[src/rtl/sram_loader.sv]
// Loads a byte stream into SRAM at consecutive addresses, then hands the SRAM port to the host bus.
// Each byte uses four cycles (FETCH/SETUP/STROBE/HOLD) so address and data bracket the WE pulse.
module sram_loader #(
    parameter int ADDR_W = 16,
    parameter int DATA_W = 8
) (
    input  logic              clk,
    input  logic              rst,
    input  logic              load_start,
    input  logic [ADDR_W-1:0] load_base,
    input  logic [ADDR_W:0]   load_len,
    input  logic [DATA_W-1:0] in_data,
    input  logic              in_valid,
    output logic              in_ready,
    output logic              load_busy,
    output logic              load_done,
    input  logic [ADDR_W-1:0] cpu_addr,
    input  logic [DATA_W-1:0] cpu_din,
    input  logic              cpu_cs,
    input  logic              cpu_we,
    output logic [DATA_W-1:0] cpu_dout,
    output logic [ADDR_W-1:0] sram_address,
    output logic [DATA_W-1:0] sram_datain,
    output logic              sram_cs,
    output logic              sram_we,
    input  logic [DATA_W-1:0] sram_dataout
);

    typedef enum logic [2:0] {
        S_IDLE,
        S_FETCH,
        S_SETUP,
        S_STROBE,
        S_HOLD,
        S_DONE
    } state_t;

    localparam logic [ADDR_W:0]   CNT_ONE  = {{ADDR_W{1'b0}}, 1'b1};
    localparam logic [ADDR_W-1:0] ADDR_ONE = {{(ADDR_W-1){1'b0}}, 1'b1};

    state_t            r_state;
    state_t            w_next;
    logic [ADDR_W-1:0] r_addr;
    logic [ADDR_W:0]   r_cnt;
    logic [DATA_W-1:0] r_data;
    logic              r_done;
    logic              w_idle;
    logic              w_start;
    logic              w_len_zero;

    assign w_idle     = (r_state == S_IDLE) || (r_state == S_DONE);
    assign w_start    = w_idle && load_start;
    assign w_len_zero = (load_len == '0);

    always_ff @(posedge clk or posedge rst) begin
        if (rst) r_state <= S_IDLE;
        else     r_state <= w_next;
    end

    always_comb begin
        w_next       = r_state;
        in_ready     = 1'b0;
        load_busy    = 1'b1;
        sram_address = r_addr;
        sram_datain  = r_data;
        sram_cs      = 1'b0;
        sram_we      = 1'b0;
        cpu_dout     = '1;
        case (r_state)
            S_IDLE, S_DONE: begin
                load_busy    = 1'b0;
                // Host owns the SRAM; reset must still suppress any strobe.
                sram_address = cpu_addr;
                sram_datain  = cpu_din;
                sram_cs      = cpu_cs & ~rst;
                sram_we      = cpu_we & ~rst;
                cpu_dout     = sram_dataout;
                if (load_start) w_next = w_len_zero ? S_DONE : S_FETCH;
            end
            S_FETCH: begin
                in_ready = 1'b1;
                if (in_valid) w_next = S_SETUP;
            end
            S_SETUP: begin
                sram_cs = 1'b1;
                w_next  = S_STROBE;
            end
            S_STROBE: begin
                sram_cs = 1'b1;
                sram_we = 1'b1;
                w_next  = S_HOLD;
            end
            S_HOLD: begin
                sram_cs = 1'b1;
                w_next  = (r_cnt == CNT_ONE) ? S_DONE : S_FETCH;
            end
            default: begin
                load_busy = 1'b0;
                w_next    = S_IDLE;
            end
        endcase
    end

    always_ff @(posedge clk or posedge rst) begin
        if (rst) begin
            r_addr <= '0;
            r_cnt  <= '0;
            r_data <= '0;
            r_done <= 1'b0;
        end else begin
            if (w_start) begin
                r_addr <= load_base;
                r_cnt  <= load_len;
                r_done <= w_len_zero;
            end
            if (r_state == S_FETCH && in_valid) r_data <= in_data;
            if (r_state == S_HOLD) begin
                r_addr <= r_addr + ADDR_ONE;
                r_cnt  <= r_cnt - CNT_ONE;
                if (r_cnt == CNT_ONE) r_done <= 1'b1;
            end
        end
    end

    assign load_done = r_done;

endmodule
[config.mk]
export PLATFORM = sky130hd
export DESIGN_NAME = sram_loader
export DESIGN_NICKNAME = d
export VERILOG_FILES = /design/src/rtl/sram_loader.sv
export SDC_FILE = /design/constraint.sdc
export NUM_CORES = 1
export LEC_CHECK = 0
export CORE_MARGIN = 4
export CORE_UTILIZATION = 44
export CTS_CLUSTER_DIAMETER = 150
export CTS_CLUSTER_SIZE = 16
export DETAILED_ROUTE_END_ITERATION = 10
export PLACE_DENSITY_LB_ADDON = 0.08
export SLEW_MARGIN = 10
export SYNTH_ARGS = -nofsm -noshare
export SYNTH_HDL_FRONTEND = slang
export SYNTH_SLANG_ARGS = --single-unit
[constraint.sdc]
create_clock -name clk -period 2.7 [get_ports clk]
set_input_delay 0.54 -clock clk [delete_from_list [all_inputs] [get_ports clk]]
set_output_delay 0.54 -clock clk [all_outputs]
set_load 0.01 [all_outputs]
run_1/registers.png
Bar = 20 um. Other sequential cells in the stronger gray, the rest of the logic in the fainter gray.
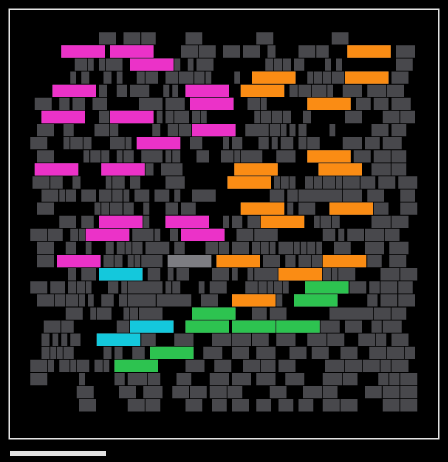
r_addr: shown in orange, placed flops 16. r_data: shown in green, placed flops 8, where bottom middle. r_cnt: shown in magenta, placed flops 17. r_state: shown in cyan, placed flops 3.

run_1/density.png
Bar = 20 um. The die is cut into 9 by 9 equal tiles; dark purple is low, yellow is high, 0 to 100% covered.
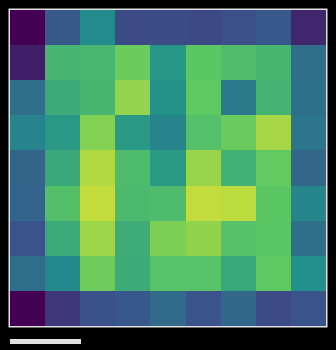
The mean over all tiles is 53%. 20% of the tiles are over 75% full. The fullest tile reaches 91%. 2.5% of the tiles are nearly empty.

run_1/final_clocks.png
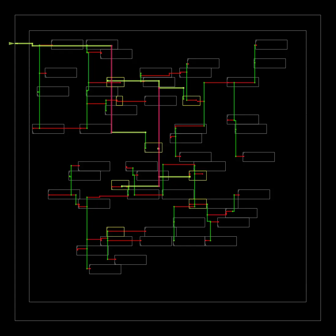
flip-flops: 45
Worst-Skew Late Latency: 290 ps
clock sinks: 45
clkbuf count: 7
worst clock skew: 2.61 ps

==> summary.txt, run 1 <==
Gr usage total = 20.8%
CP Max Fanout = 15
Post-Syn Instances = 324
Number of enable flip-flop cells = 0
R2R depth = 4
Worst-path cell chain = buf_4, nand2_1, a21oi_4, buf_12, clkbuf_16, mux2_2, dlygate4sd2_1
Leading cell kind = combinational gates
Post-Syn Nets = 406
Pwr dens = 1040 mW/mm^2
Tap Count = 77
Final WS setup = 91.7 ps
Hold Worst Slack = 507 ps
Worst path slowest cell = dfrtp_1
Adders+Majority by Area = 1.30%
Nets = 523
Post-synth top area share = 39.1%
Core Util at FP = 45.3%
Hold EP = load_done
Final hold violation count = 0
Largest net degree at the start of global routing = 46
ANT cells = 0
Max H-tree Level = 2
Mux frac, synth = 12.9%
HPWL after detailed placement = 6140 um
Clock-cell share = 2.35%
Min-Delay Path Class = reg -> reg
CTS Buffer Depth = 2
Cell with the most instances after synthesis = dfrtp_1
Synth flops = 45
Die width = 88.9 um
Crit-path leading delay family = buffers and inverters
Outcome = finished, final reports clean
Initial antenna violation count = 0
XOR Share, Synth = 0.609%
F_max = 383 MHz
CP arrival = 2070 ps
Tool warnings = 27
Vias in the first global route = 2722
DRT Pass-1 Iters = 4
-- run 1: routing by layer --
layer | part of all wire [%] | vias to the layer above | track usage [%] | wire [um]
met5 | 0 | - | 0 | 0
met4 | 0.62 | 0 | 4.12 | 53
met3 | 8.9 | 6 | 4.66 | 759
met2 | 48 | 117 | 35.6 | 4140
met1 | 42 | 1418 | 27.0 | 3600
li1 | - | 1431 | - | -
-- run 1: power breakdown --
part	switching [W]	leakage (nW)	internal, W
sequential	0.000345	0.533	0.00100
clock	0.000228	0.0542	0.000232
combinational	0.00124	1.14	0.00145
total	0.00181	1.72	0.00268
-- run 1: cells by family (layout without fill, tap and decap cells) --
kind of cell               count (synthesis)  after routing
AOI/OAI and AO/OA                         70             70
xor gates and xnor gates                   2              2
adders and majority gates                  3              3
buffers and inverters                     29            147
DFF                                       45             45
muxes                                     33             33
and+or+nand+nor                          142            142
-- run 1: repair_timing --
item / 4_1_cts / 5_1_grt
pin swaps: 0 / 1
cloned: 0 / 3
endpoints found under the hold margin: 0 / 0
resized: 24 / 2
setup buffers: 0 / 1
setup endpoints to repair: 24 / 7
-- run 1: registers in the layout, summed over array words and instances, names as in the netlist --
signal,cells
r_data,8
load_done,1
r_addr,16
r_cnt,17
r_state,3
-- run 1: tightest hold or removal path, cell delays in order, from the launching register on --
cell and delay, ps:
dfrtp_1 350, nand2_1 50, nand3_1 70
-- run 1: stage by stage --
stage	total power (W)	TNS [ps]	cell area, um^2	util, %	instances
2_1_floorplan	0.00282	0	2880	-	324
3_3_place_gp	0.00393	0	4140	65.2	507
3_5_place_dp	0.00400	0	4140	65.2	507
4_1_cts	0.00428	0	4210	66.4	515
5_1_grt	0.00482	-74.4	4310	67.8	519
6_report	0.00449	0	4310	67.8	519
run_1/wire_density.png
The die is cut into 18 by 18 equal tiles; dark purple is low, yellow is high, scaled to the fullest tile. Values are wire area over tile area, all layers added.
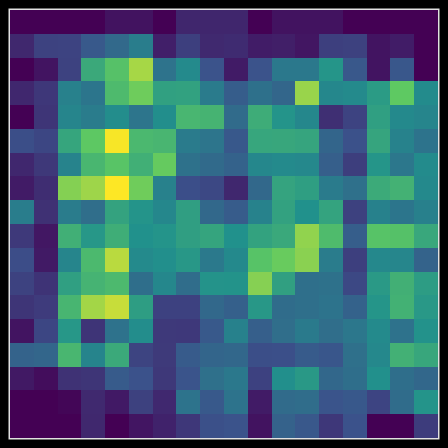

==> run 2: changes to the inputs <==
PLACE_DENSITY = 0.81   (was default)
PLACE_DENSITY_LB_ADDON = default   (was 0.08)
SKIP_LAST_GASP = 1   (was default)
run_2/wire_density.png
The die is cut into 18 by 18 equal tiles; dark purple is low, yellow is high, scaled to the fullest tile. Values are wire area over tile area, all layers added.
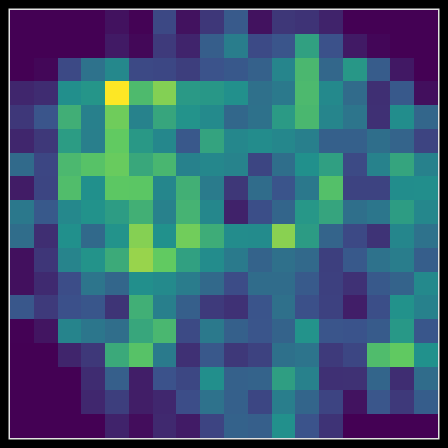
The emptiest ninth of the die: bottom left. 19% of the tiles are over half the peak. The mean over all tiles is 0.17. 11% of the tiles are nearly empty.

run_2/density.png
Bar = 20 um. The die is cut into 9 by 9 equal tiles; dark purple is low, yellow is high, 0 to 100% covered.
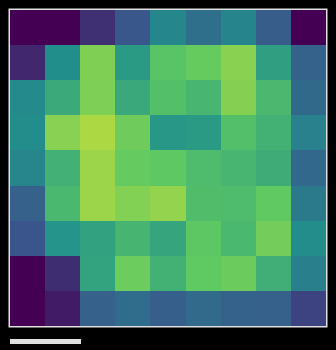
The mean over all tiles is 53%. The fullest tile reaches 87%. The emptiest ninth of the die: bottom left. 6.2% of the tiles are nearly empty. 22% of the tiles are over 75% full.

==> summary.txt, run 2 <==
Outcome = complete, but fails checks
Failing checks = negative setup slack
Worst path slowest cell = clkdlybuf4s50_1
Vias in the first global route = 2903 (+6.6%)
Number of gates resized after CTS = 0 (-100%)
Final hold violation count = 0 (unchanged)
Final Setup Violations = 24
Pwr dens = 1050 mW/mm^2 (+0.34%)
Final WS setup = -88.7 ps (-180 ps)
Sw frac = 39.8% (-0.51 points)
Post-Syn Instances = 324 (unchanged)
R2R depth = 4 (unchanged)
Hold Worst Slack = 411 ps (-95.5 ps)
Max reg flops = 17 (unchanged)
ANT cells = 0 (unchanged)
Placed cell areas = 0.00416 mm^2 (+0.48%)
Cell with the most instances after synthesis = dfrtp_1
HPWL after detailed placement = 6250 um (+1.8%)
Worst-path cell chain = or2_2, a21oi_4, buf_12, mux2_2, clkdlybuf4s50_1
Clock sinks = 45 (unchanged)
Register share of total power = 30.2% (+0.2 points)
Largest register by flop count = r_cnt
Post-CTS setup buffers = 0 (unchanged)
Die width = 88.9 um (unchanged)
F_max = 359 MHz (-6.5%)
Initial antenna violation count = 0 (unchanged)
Crit-path leading delay family = buffers and inverters
Mux frac, synth = 12.9% (unchanged)
Tool warnings = 29 (+7.4%)
GR Util met3 = 4.66% (unchanged)
Gr usage total = 21.5% (+0.79 points)
Uppermost layer routed = met4
DRT Pass-1 Iters = 5 (+1)
Routing usage on met1 = 27.0% (+0.047 points)
Worst clock skew = 3.64 ps (+1.03 ps)
Nets = 519 (-0.76%)
WL met2 = 4100 um (-0.99%)
Switch Pwr = 0.00177 W (-2.3%)
Number of enable flip-flop cells = 0 (unchanged)
Biggest regs = r_cnt x17, r_addr x16, r_data x8
CP Max Fanout = 32 (+17)
Wire length on met3 = 684 um (-9.9%)
Design Area, Final = 0.00425 mm^2 (-1.4%)
Most Crowded Layer GR = met2
==> run 2: cell count changes in the layout (fill, tap and decap cells not counted), moves of 2 or more <==
cell / delta
dlygate4sd2_1: -24
clkdlybuf4s50_1: +24
clkbuf_16: -2
clkbuf_8: -2
==> run 2: worst min-delay path by stage <==
stage | endpoint | start | cells after the start | slack (ps)
4_1_cts | r_state[1] | rst | 2 | 410
3_3_place_gp | r_cnt[6] | r_cnt[6] | 2 | 480
2_1_floorplan | r_cnt[6] | r_cnt[6] | 2 | 460
6_report | r_state[1] | rst | 2 | 410
3_5_place_dp | load_done | load_done | 2 | 490
5_1_grt | r_state[1] | rst | 2 | 430
==> run 2: through the flow <==
stage	total power, W	utilization, %	std cells
after floorplan	0.00282	-	324
after global placement	0.00395	65.6	507
after detailed placement	0.00404	65.6	507
after CTS	0.00447	66.9	515
after global routing	0.00480	66.9	515
final	0.00444	66.9	515
==> run 2: cell type report <==
| type | count | area share (%) |
|---|---|---|
| Inverter | 9 | 0.796 |
| Tap cell | 77 | 2.27 |
| Clock buffer | 6 | 1.71 |
| Sequential cell | 45 | 26.5 |
| Timing Repair Buffer | 126 | 29.6 |
| Multi-Input combinational cell | 250 | 38.8 |
| Clock inverter | 2 | 0.236 |
==> run 2: power groups by stage <==
| stage | logic, W | clock network (W) | registers (W) |
|---|---|---|---|
| floorplan | 0.00159 | 0 | 0.00123 |
| global placement | 0.00263 | 0 | 0.00132 |
| CTS | 0.00271 | 0.000428 | 0.00133 |
| detailed placement | 0.00270 | 0 | 0.00134 |
| global route | 0.00295 | 0.000461 | 0.00140 |
| finish | 0.00268 | 0.000418 | 0.00134 |
==> run 2: worst register-to-register path, cell delays in order (launching register included) <==
cell,delay [ps]
dfrtp_1,460
or4_4,560
or4_4,460
or4_4,560
o311ai_1,100
No activity file was given, so power comes from the tool's default toggle rates.
